--- src/rtl/ddr_pod_loader.sv ---
// ddr_pod_loader
//   DMA engine in front of one pod memory's off-chip write port. A copy command
//   (src, dst, len) produces len sequential reads on one DDR channel. Each read
//   returns after a fixed RD_LAT cycles and is written to the pod memory one
//   cycle later, at dst plus the number of words already written.
//
// Ports
//   clk, rst                       clock, asynchronous active-high reset
//   ce                             clock enable, stalls read issue only
//   cmd_valid/cmd_ready            command handshake; ready only in IDLE
//   cmd_src_addr/cmd_dst_addr      DDR / pod memory start word addresses
//   cmd_len                        words to copy; 0 completes with no traffic
//   ddr_ren/ddr_raddr              DDR read strobe and address
//   ddr_rdata                      DDR return data, RD_LAT cycles after ddr_ren
//   pod_wen/pod_waddr/pod_wdata    pod memory write port
//   busy                           high whenever a command is in progress
//   done                           one-cycle completion pulse
module ddr_pod_loader #(
   parameter int ADDR_W     = 14,
   parameter int OFFCHIP_DW = 512,
   parameter int LEN_W      = 14,
   parameter int RD_LAT     = 4
) (
   input  logic                  clk,
   input  logic                  rst,
   input  logic                  ce,
   input  logic                  cmd_valid,
   output logic                  cmd_ready,
   input  logic [ADDR_W-1:0]     cmd_src_addr,
   input  logic [ADDR_W-1:0]     cmd_dst_addr,
   input  logic [LEN_W-1:0]      cmd_len,
   output logic                  ddr_ren,
   output logic [ADDR_W-1:0]     ddr_raddr,
   input  logic [OFFCHIP_DW-1:0] ddr_rdata,
   output logic                  pod_wen,
   output logic [ADDR_W-1:0]     pod_waddr,
   output logic [OFFCHIP_DW-1:0] pod_wdata,
   output logic                  busy,
   output logic                  done
);

   typedef enum logic [1:0] {
      S_IDLE,
      S_ISSUE,
      S_DRAIN,
      S_DONE
   } state_t;

   localparam logic [LEN_W-1:0]  LEN_ONE  = LEN_W'(1);
   localparam logic [ADDR_W-1:0] ADDR_ONE = ADDR_W'(1);

   state_t                  state_q;
   logic [LEN_W-1:0]        len_q;
   logic [LEN_W-1:0]        issued_q;
   logic [LEN_W-1:0]        written_q;
   logic [ADDR_W-1:0]       raddr_q;     // src + issued, wraps modulo 2^ADDR_W
   logic [ADDR_W-1:0]       wptr_q;      // dst + written, wraps modulo 2^ADDR_W
   logic [ADDR_W-1:0]       pod_waddr_q;
   logic [OFFCHIP_DW-1:0]   pod_wdata_q;
   logic                    pod_wen_q;
   logic                    busy_q;
   logic                    done_q;
   logic [RD_LAT-1:0]       vld_q;       // bit i set: a read issued i+1 cycles ago
   logic [RD_LAT-1:0]       vld_d;
   logic                    issue;

   // The strobe is qualified by ce in the same cycle so a stall suppresses the
   // read immediately; the address itself comes straight from a register.
   assign issue     = (state_q == S_ISSUE) && ce;
   assign ddr_ren   = issue;
   assign ddr_raddr = raddr_q;
   assign cmd_ready = (state_q == S_IDLE);
   assign pod_wen   = pod_wen_q;
   assign pod_waddr = pod_waddr_q;
   assign pod_wdata = pod_wdata_q;
   assign busy      = busy_q;
   assign done      = done_q;

   // The in-flight tracker shifts every cycle regardless of ce: DDR latency is
   // external, so a return must be captured even while issue is stalled.
   always_comb begin
      vld_d    = '0;
      vld_d[0] = issue;
      for (int i = 1; i < RD_LAT; i++) begin
         vld_d[i] = vld_q[i-1];
      end
   end

   always_ff @(posedge clk or posedge rst) begin
      if (rst) begin
         state_q     <= S_IDLE;
         len_q       <= '0;
         issued_q    <= '0;
         written_q   <= '0;
         raddr_q     <= '0;
         wptr_q      <= '0;
         pod_waddr_q <= '0;
         pod_wdata_q <= '0;
         pod_wen_q   <= 1'b0;
         busy_q      <= 1'b0;
         done_q      <= 1'b0;
         vld_q       <= '0;
      end else begin
         vld_q     <= vld_d;
         done_q    <= 1'b0;

         // Return path: data sampled in the cycle its valid bit leaves the
         // tracker, written to the pod memory in the following cycle.
         pod_wen_q <= vld_q[RD_LAT-1];
         if (vld_q[RD_LAT-1]) begin
            pod_wdata_q <= ddr_rdata;
            pod_waddr_q <= wptr_q;
            wptr_q      <= wptr_q + ADDR_ONE;
            written_q   <= written_q + LEN_ONE;
         end

         case (state_q)
            S_IDLE: begin
               if (cmd_valid) begin
                  len_q     <= cmd_len;
                  raddr_q   <= cmd_src_addr;
                  wptr_q    <= cmd_dst_addr;
                  issued_q  <= '0;
                  written_q <= '0;
                  busy_q    <= 1'b1;
                  if (cmd_len == '0) begin
                     state_q <= S_DONE;
                     done_q  <= 1'b1;
                  end else begin
                     state_q <= S_ISSUE;
                  end
               end
            end
            S_ISSUE: begin
               if (ce) begin
                  raddr_q  <= raddr_q + ADDR_ONE;
                  issued_q <= issued_q + LEN_ONE;
                  if (issued_q == len_q - LEN_ONE) begin
                     state_q <= S_DRAIN;
                  end
               end
            end
            S_DRAIN: begin
               if (written_q == len_q) begin
                  state_q <= S_DONE;
                  done_q  <= 1'b1;
               end
            end
            S_DONE: begin
               state_q <= S_IDLE;
               busy_q  <= 1'b0;
            end
            default: begin
               state_q <= S_IDLE;
               busy_q  <= 1'b0;
            end
         endcase
      end
   end

endmodule

--- config.mk ---
export PLATFORM = sky130hd
export DESIGN_NAME = ddr_pod_loader
export DESIGN_NICKNAME = d
export VERILOG_FILES = /design/src/rtl/ddr_pod_loader.sv
export SDC_FILE = /design/constraint.sdc
export NUM_CORES = 1
export LEC_CHECK = 0
export CAP_MARGIN = 5
export CORE_AREA = 8 8 427 429
export DETAILED_ROUTE_END_ITERATION = 16
export DIE_AREA = 0 0 435 437
export PLACE_DENSITY_LB_ADDON = 0.08
export SLEW_MARGIN = 0
export SYNTH_ARGS = -nofsm -noshare
export SYNTH_HDL_FRONTEND = slang
export SYNTH_SLANG_ARGS = --single-unit
--- constraint.sdc ---
create_clock -name clk -period 26.1 [get_ports clk]
set_input_delay 5.22 -clock clk [delete_from_list [all_inputs] [get_ports clk]]
set_output_delay 5.22 -clock clk [all_outputs]
set_load 0.1 [all_outputs]
**Run 1: metal 3**

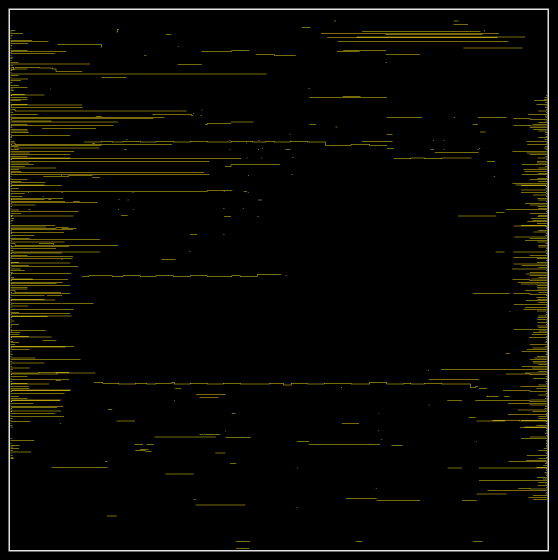
The layer carries 12000 um of wire. 554 nets have wire on it.

**Run 1: where the registers sit**

Bar = 100 um. Other sequential cells in the stronger grey, the rest of the logic in the fainter grey.
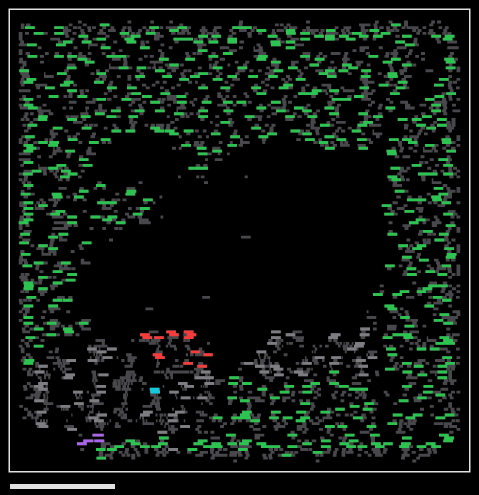
Red stands for `written_q`, placed flops 14. Purple stands for `vld_q`, placed flops 4, where south-west. Green stands for `pod_wdata`, placed flops 512, where spread over the die. Cyan stands for `state_q`, placed flops 2.

**Run 1: congestion heat map**

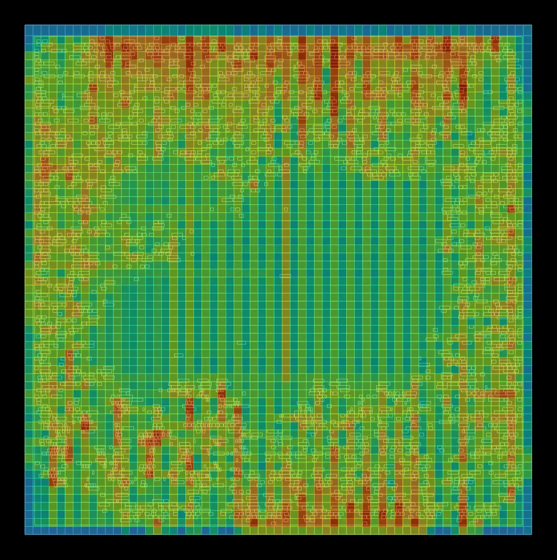
met1 Usage GRT: 14.0%
met3 Usage GRT: 5.72%
met2 global-route usage: 21.9%

==> results.toml, run 1 <==
# implementation run metrics
[logic_synthesis]
edf_count = 0
synthMuxAreaShare_pct = 25.2
syn_nets = 2189
xor_share_pct = 2.24
syn_avg_cell_area_um2 = 14.7
yosys_warnings = 0
ys_seq_share_pct = 63.5
synth_area_mm2 = 0.0239
ys_cells = 1622

[floorplanning]
dieArea_mm2 = 0.190
die_h_um = 437
fp_util_pct = 13.6
rows = 154

[sta]
maxSlewHeadroom_pct = 18.8
period_needed_ns = 12.46
finalHoldViolCount = 0
min_period_over_period_pct = 47.7
fmax_ghz = 0.0803

[clock_tree]
clkSinkCount = 605
htree_levels = 3
post_cts_buffers = 0
clkLatencyLatePin_ns = 0.67
cts_buffer_depth = 3
hold_buffers = 0

[drt]
wl_per_cell_um = 23.8
drc = 0
drt-vias-per-instance = 3.49
first_iter_violations = 537
ant_nets = 0
num_vias = 18000

[place]
numPortBuffers = 1102
dp_hpwl_um = 97000
placed_area_mm2 = 0.0376

[worst_setup_path]
critPathLaunchType = "input pin"
cp.arrival_ns = 7.24
rrSetupSlack_ns = 22.98
worstSetupEndpointType = "output port"
r2r_cells = 3

[min_path]
holdPathEnd = "vld_q[2]$_DFF_PP0_"
min-delay-start = "vld_q[1]$_DFF_PP0_"
hold_class = "register to register"

[global_routing]
grt_overflow_total = 0
grt_pass1_wl_um = 171000
grt_usage_pct = 12.5

[run_status]
status = "finished clean"

[final_layout]
fin_nets = 3312
finalInstanceArea_mm2 = 0.0406
[run 1: cell families (layout without fill, tap and decap cells)]
family          Yosys count  after routing
mux                     535            535
flops                   605            605
compound gates           99             99
fa+ha+maj                 9              9
simple gates            220            220
buf+inv                  93           1282
other cells               0              8
xor+xnor                 61             61
[run 1: per-stage QoR]
| step | setup WS (ns) | instances | util, % | hold slack [ns] |
|---|---|---|---|---|
| final | 13.64 | 5159 | 23.1 | 0.349 |
| after global routing | 13.56 | 5153 | 23.1 | 0.357 |
| after CTS | 13.59 | 5151 | 23.1 | 0.351 |
| after detailed placement | 13.60 | 4998 | 21.5 | 0.342 |
| after global placement | 13.63 | 4998 | 21.5 | 0.343 |
| after floorplan | 3.94 | 1622 | - | 0.331 |
[run 1: cell usage in the layout (no fill, tap or decap), types with 3 or more instances in the layout]
cell,n
xor2_1,45
diode_2,8
mux2_2,527
nor4_1,6
o21ai_1,9
bufinv_16,8
nand3_1,29
o22ai_1,12
nand2_1,78
clkbuf_16,87
o21ai_0,37
inv_6,5
nor2_1,45
mux2i_1,8
clkbuf_8,27
inv_1,11
clkinv_2,6
nand4_1,20
nor3b_1,3
clkbuf_1,18
clkdlybuf4s50_1,1083
dfrtp_1,604
buf_12,3
a21oi_1,21
or3_1,4
and3_1,17
ha_1,9
xnor2_1,16
and4_1,4
buf_4,31
[run 1: flip-flops by register name, indices dropped and copies added, names as in the netlist, 2 cells and up]
signal	flops
ddr_raddr	14
issued_q	14
len_q	14
pod_waddr	14
pod_wdata	512
state_q	2
vld_q	4
wptr_q	14
written_q	14
[run 1: critical path, cell delays in order]
cell,delay (ns)
clkdlybuf4s50_1,0.52
inv_1,0.13
nor2_1,0.18
clkdlybuf4s50_1,1.18
[run 1: cells in the mapped netlist (16+ instances only)]
library cell	number	share of area (%)
nand4_1	20	0.52
a21oi_1	22	0.46
and3_1	17	0.45
dfrtp_1	605	63
xor2_1	45	1.7
xnor2_1	16	0.59
o21ai_0	37	0.78
nor2_1	45	0.71
clkbuf_1	74	1.2
nand3_1	29	0.61
mux2_2	527	25
nand2_1	78	1.2
[run 1: cell type report]
cell class / instances / area, um2 / share of cell area (%)
clock inverters: 21 / 342 / 0.842
repair buffers: 1117 / 11100 / 27.4
inverters: 12 / 52.6 / 0.129
well taps: 2340 / 2930 / 7.21
flip-flops and latches: 605 / 15100 / 37.3
diodes: 8 / 20.0 / 0.0493
clock buffers: 132 / 2620 / 6.45
multi-input cells: 924 / 8350 / 20.6
[run 1: layer usage]
layer | up-vias | share of wire (%) | GRT usage (%)
li1 | 8015 | - | -
met1 | 9087 | 38 | 14.0
met2 | 723 | 50 | 21.9
met3 | 150 | 9.7 | 5.72
met4 | 8 | 1.8 | 2.45
met5 | - | 0.041 | 0
==> run 2: changes to the inputs <==
==> constraint.sdc (replaced) <==
create_clock -name clk -period 12.3 [get_ports clk]
set_input_delay 2.46 -clock clk [delete_from_list [all_inputs] [get_ports clk]]
set_output_delay 2.46 -clock clk [all_outputs]
set_load 0.1 [all_outputs]
==> run 2 against run 1 <==
The run now fails in final report. Wire length is 3.0% lower. Synthesized area unchanged. Synthesized cell count is the same. Via count shrank 0.84%. First-iteration DRC count is 15% higher. Global-route usage shrank 0.46 points.
==> results.toml, run 2 <==
# flow metrics
[run_status]
status = "aborted with a tool error"
lastStage = "final report"
stop_error = "[ERROR RCX-0544] Connection and drawing faults: 3, in 1 nets (warnings RCX-0540 to RCX-0555, RCX-0564 and RCX-0565). The parasitics of these nets may be wrong, so none..."

[place]
preCtsSetupSlack_ns = 5.34
numPortBuffers = 1102
dp_cells = 4998
dp_hpwl_um = 93400

[clock_tree]
post_cts_buffers = 0
clkSinkCount = 605
hold_buffers = 0
cts_buffer_depth = 3
htree_levels = 3

[floorplanning]
die_h_um = 437
fp_util_pct = 13.6
rows = 154

[logic_synthesis]
synth_top_cell_by_count = "dfrtp_1"
syn_avg_cell_area_um2 = 14.7
ys_cells = 1622
syn_nets = 2189
top_area_share_pct = 63.5
area_leaders = "dfrtp_1 (63%), mux2_2 (25%), xor2_1 (1.7%)"
ff_type = "dfrtp_1"
yosys_warnings = 0
edf_count = 0
synth_top_cell_by_area = "dfrtp_1"
ys_seq_share_pct = 63.5
synth_area_mm2 = 0.0239
common_cells = "dfrtp_1 (605), mux2_2 (527), nand2_1 (78)"

[drt]
ant_nets = 0
first_iter_violations = 615
num_vias = 17800

[global_routing]
grt_pass1_wl_um = 165000
grt_overflow_total = 0
grt_usage_pct = 12.1
## run 2: cell counts after synthesis
No cell type changed its count.
## run 2: cells by family after synthesis
kind of cell               share of synthesized area (%)
muxes                                               25.2
adders and majority gates                          0.472
DFF                                                 63.5
and+or+nand+nor                                     4.61
xor gates and xnor gates                            2.24
AOI/OAI and AO/OA                                   2.47
buffers and inverters                               1.52
## run 2: metrics by stage
stage / util (%) / area, um2
2_1_floorplan: - / 23900
3_3_place_gp: 21.5 / 37600
3_5_place_dp: 21.5 / 37600
4_1_cts: 23.1 / 40500
5_1_grt: 23.1 / 40500
## run 2: routing by layer
metal	wire length, um	global-route usage (%)
met3	11900	5.86
met1	43600	12.7
met5	55	0
met2	60200	21.1
met4	3470	3.80
==> run 3: changes to the inputs <==
--- a/config.mk
+++ b/config.mk
@@ -6,10 +6,10 @@
 export NUM_CORES = 1
 export LEC_CHECK = 0
 export CAP_MARGIN = 5
-export CORE_AREA = 8 8 427 429
+export CORE_AREA = 8 8 428 430
 export DETAILED_ROUTE_END_ITERATION = 16
-export DIE_AREA = 0 0 435 437
-export PLACE_DENSITY_LB_ADDON = 0.08
+export DIE_AREA = 0 0 436 438
+export PLACE_DENSITY_LB_ADDON = 0.15
 export SLEW_MARGIN = 0
 export SYNTH_ARGS = -nofsm -noshare
 export SYNTH_HDL_FRONTEND = slang
**Run 3: metal 3**

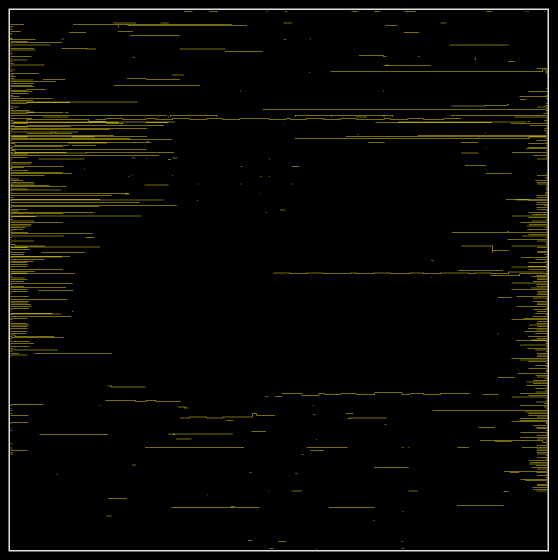
The longest straight run is 230 um. 517 nets have wire on it. The layer holds 10% of the routed length. The wires run mostly horizontal. The layer carries 12200 um of wire.
met3 Usage GRT: 5.90%
via count: 17.8k
WL final: 120000 um

**Run 3: congestion heat map**

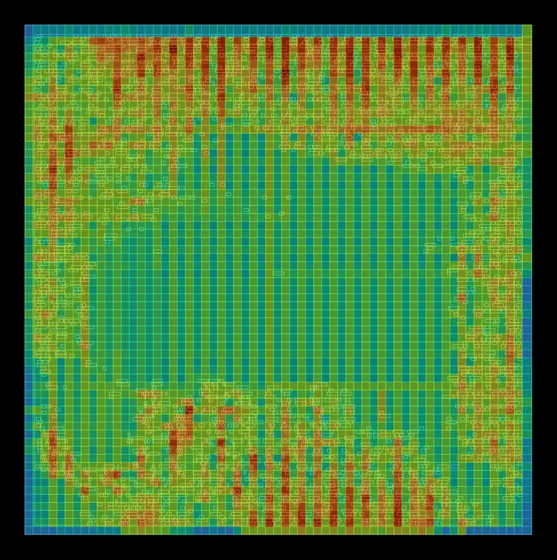
met1 Usage GRT: 13.8%
Avg WL per Cell: 23.2 um

==> run 3 against run 2 <==
The flow now finishes without violations. Via count is essentially flat. Global-route usage is 0.10 points higher. Synthesized area unchanged. Wire length increased by 0.90%. Synthesized cell count unchanged. First-iteration DRC count rose by 18%.
==> results.toml, run 3 <==
# implementation run metrics
[run_status]
status = "finished clean"

[logic_synthesis]
common_cells = "dfrtp_1 (605), mux2_2 (527), nand2_1 (78)"
synth_top_cell_by_area = "dfrtp_1"
syn_nets = 2189
top_area_share_pct = 63.5
ys_cells = 1622
syn_avg_cell_area_um2 = 14.7
ys_seq_share_pct = 63.5
yosys_warnings = 0
synth_area_mm2 = 0.0239
ff_type = "dfrtp_1"

[floorplanning]
fp_util_pct = 13.5
rows = 155
dieArea_mm2 = 0.191
die_h_um = 438

[worst_setup_path]
crit_slowest_cell = "clkdlybuf4s50_1"
cp.arrival_ns = 4.40
crit_path_frequent_cell = "clkdlybuf4s50_1"
worstSetupEndpointType = "output port"

[global_routing]
grt_pass1_wl_um = 166000
grtUsageMet2_pct = 20.2
grt_most_used_layer = "met2"
grt_usage_pct = 12.2
grt_overflow_total = 0

[clock_tree]
clkLatencyLatePin_ns = 0.70
cts_buffer_depth = 3
htree_levels = 3
hold_buffers = 0

[place]
dp_hpwl_um = 94600
preCtsSetupSlack_ns = 5.40
numPortBuffers = 1102

[drt]
drt-vias-per-instance = 3.44
first_iter_violations = 724
drc = 0

[sta]
finalHoldViolCount = 0
setup_ws_ns = 5.44
fmax_ghz = 0.146
maxSlewHeadroom_pct = 16.8

[min_path]
hold_class = "register to register"

[final_layout]
layout_top_cell = "clkdlybuf4s50_1"
lay_top_cells = "clkdlybuf4s50_1 (1078), dfrtp_1 (604), mux2_2 (527)"
largest_reg_flops = 512

[power]
**Run 3: where the registers sit**

Bar = 100 um. Other sequential cells in the stronger grey, the rest of the logic in the fainter grey.
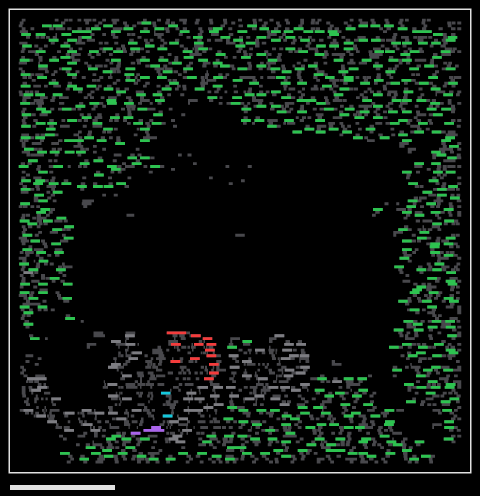
Cyan stands for `state_q`, placed flops 2. Green stands for `pod_wdata`, placed flops 512, where spread over the die. Red stands for `written_q`, placed flops 14, where south. Purple stands for `vld_q`, placed flops 4.
Another 73 sequential cells are not coloured.

run 3: kinds of logic (layout without fill, tap and decap cells):
group / Yosys count / after routing / share of synthesized area [%]
buffers and inverters: 93 / 1286 / 1.52
AOI/OAI and AO/OA: 99 / 99 / 2.47
muxes: 535 / 535 / 25.2
and+or+nand+nor: 220 / 220 / 4.61
adders and majority gates: 9 / 9 / 0.472
other: 0 / 21 / 0
xor gates and xnor gates: 61 / 61 / 2.24
DFF: 605 / 605 / 63.5
run 3: worst paths after layout:
| kind | slack (ns) | depth (start not counted) | to | start |
|---|---|---|---|---|
| min | 0.34 | 0 | vld_q[2]$_DFF_PP0_ | vld_q[1]$_DFF_PP0_ |
| max in group asynchronous | 7.82 | 5 | pod_wdata[106]$_DFFE_PP0P_ | rst |
| max | 5.44 | 4 | ddr_ren | ce |
| min reg2reg | 0.34 | 0 | vld_q[2]$_DFF_PP0_ | vld_q[1]$_DFF_PP0_ |
| max reg2reg | 8.40 | 4 | pod_wdata[114]$_DFFE_PP0P_ | vld_q[3]$_DFF_PP0_ |
| min in group asynchronous | 2.23 | 2 | pod_wdata[12]$_DFFE_PP0P_ | rst |
run 3: cell type report:
cell class / count / area (um2) / area share [%]
Sequential cell: 605 / 15100 / 37.4
Timing Repair Buffer: 1120 / 11200 / 27.6
Multi-Input combinational cell: 924 / 8360 / 20.6
Tap cell: 2355 / 2950 / 7.27
Clock buffer: 135 / 2580 / 6.36
Clock inverter: 19 / 238 / 0.586
Antenna cell: 21 / 52.6 / 0.130
Inverter: 12 / 48.8 / 0.120
run 3: metrics by stage:
stage,utilization [%],hold slack (ns),instance area [um2],instances
2_1_floorplan,-,0.331,23900,1622
3_3_place_gp,21.3,0.334,37700,5016
3_5_place_dp,21.3,0.336,37700,5016
4_1_cts,22.9,0.349,40500,5170
5_1_grt,22.9,0.364,40500,5183
6_report,22.9,0.345,40500,5191
run 3: layer usage:
layer,wire [um],vias to the layer above,part of all wire [%]
met5,16,-,0.013
met4,2870,4,2.4
met3,12200,145,10
met2,58700,696,49
met1,46600,8949,39
li1,-,8046,-
==> run 4: changes to the inputs <==
==> constraint.sdc (replaced) <==
create_clock -name clk -period 6.2 [get_ports clk]
set_input_delay 1.24 -clock clk [delete_from_list [all_inputs] [get_ports clk]]
set_output_delay 1.24 -clock clk [all_outputs]
set_load 0.1 [all_outputs]
**Run 4: metal 3**

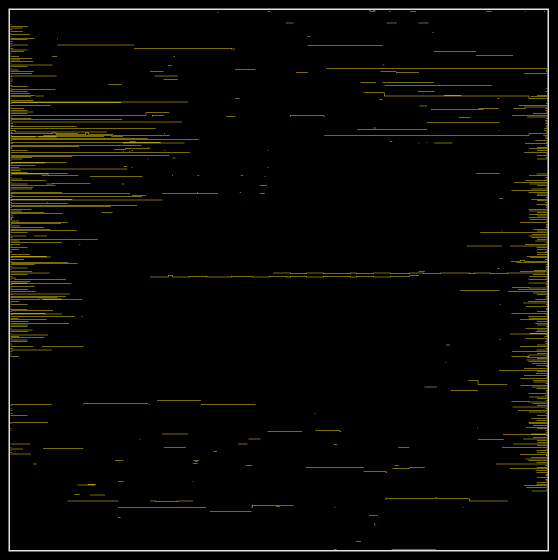
The longest straight run is 179 um. 509 nets have wire on it. The layer carries 11100 um of wire. The layer holds 9.2% of the routed length. The wires run mostly horizontal.

**Run 4: congestion heat map**

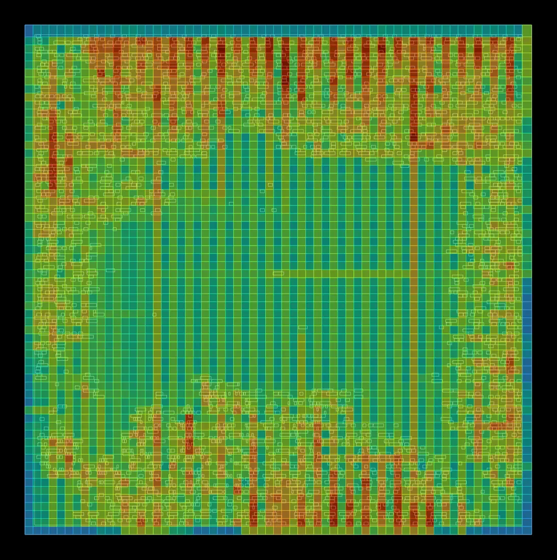
met3 Usage GRT: 5.36%
Top Usage Layer GRT: met2

==> run 4 against run 3 <==
Register-to-register slack worse by 5.2 ns. Final cell count about the same. Worst hold slack improved by 0.0025 ns. Clock skew rose by 0.013 ns. Synthesized cell count stayed put. Largest cell class unchanged. Worst setup slack worse by 3.6 ns. Global-route usage increased by 0.070 points. Non-clock buffer count rose by 12. Highest routed layer unchanged.
==> results.toml, run 4 <==
# implementation run metrics
[sta]
fmax_ghz = 0.227
finalHoldViolCount = 0

[final_layout]
layout_top_cell = "clkdlybuf4s50_1"

[clock_tree]
post_cts_buffers = 0
hold_buffers = 0

[run_status]
status = "finished clean"

[drt]
drt-total-wl_um = 121000
ant_nets = 0
drt-vias-per-instance = 3.43
drc = 0
first_iter_violations = 730

[floorplanning]
rows = 155

[worst_setup_path]
rrSetupSlack_ns = 3.17
r2r_cells = 8
worstReg2RegEnd = "ddr_raddr[5]$_DFFE_PP0P_"

[logic_synthesis]
synth_top_cell_by_area = "dfrtp_1"
yosys_warnings = 0
ys_cells = 1622
synth_top_cell_by_count = "dfrtp_1"
ys_seq_share_pct = 63.5

[place]
dp_hpwl_um = 96300
**Run 4: met2 routing**

Bar = 100 um.
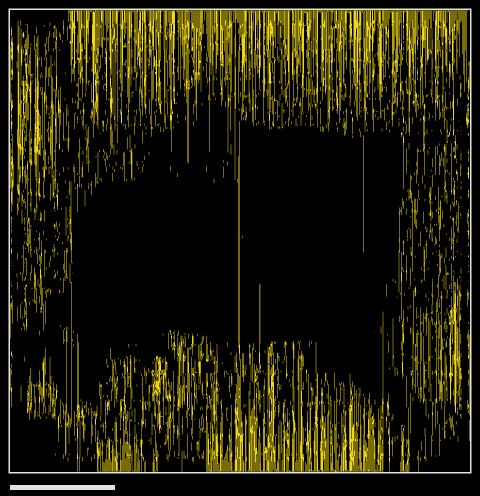
The wires run mostly vertical. The longest straight run is 227 um. The layer holds 49% of the routed length.

==> run 4: routing by layer <==
layer / vias up / wire length [um]
li1: 8047 / -
met1: 8951 / 47900
met2: 671 / 59500
met3: 141 / 11100
met4: 4 / 2870
met5: - / 21
==> run 4: area by class of cell <==
type	count	area [um2]
Fill cell	18900	136000
Sequential cell	605	15100
Timing Repair Buffer	1132	11300
Multi-Input combinational cell	924	8360
Tap cell	2355	2950
Clock buffer	127	2470
Clock inverter	17	146
Inverter	12	48.8
Antenna cell	15	37.5
==> run 4: worst max-delay path by stage <==
| stage | from | to | slack [ns] | cells past startpoint |
|---|---|---|---|---|
| after global placement | ce | ddr_ren | 1.80 | 4 |
| after floorplan | rst | busy$_DFFE_PP0P_ | -3.29 | 1 |
| after global routing | ce | ddr_ren | 1.70 | 4 |
| after CTS | ce | ddr_ren | 1.78 | 4 |
| final | ce | ddr_ren | 1.80 | 4 |
| after detailed placement | ce | ddr_ren | 1.79 | 4 |
==> run 4: metrics by stage <==
step	cells	area [um2]	TNS, ns	hold WS, ns
final	5187	40400	0	0.347
after global routing	5182	40400	0	0.364
after CTS	5172	40400	0	0.350
after detailed placement	5028	37800	0	0.336
after global placement	5028	37800	0	0.333
after floorplan	1622	23900	-1992.36	0.331
==> run 4: kinds of logic after synthesis <==
family | after synthesis
adder cells (fa/ha/maj) | 9
AND-OR/OR-AND | 99
flip-flops | 605
AND/OR/NAND/NOR | 220
multiplexers | 535
buffers and inverters | 93
XOR/XNOR | 61
==> run 4: worst register-to-register path: cells and delay by family (launching register included) <==
kind	cells	cell delay [ns]
buffers and inverters	2	0.43
AND/OR/NAND/NOR	1	0.55
AND-OR/OR-AND	4	1.36
flip-flops	1	0.39
adder cells (fa/ha/maj)	1	0.18
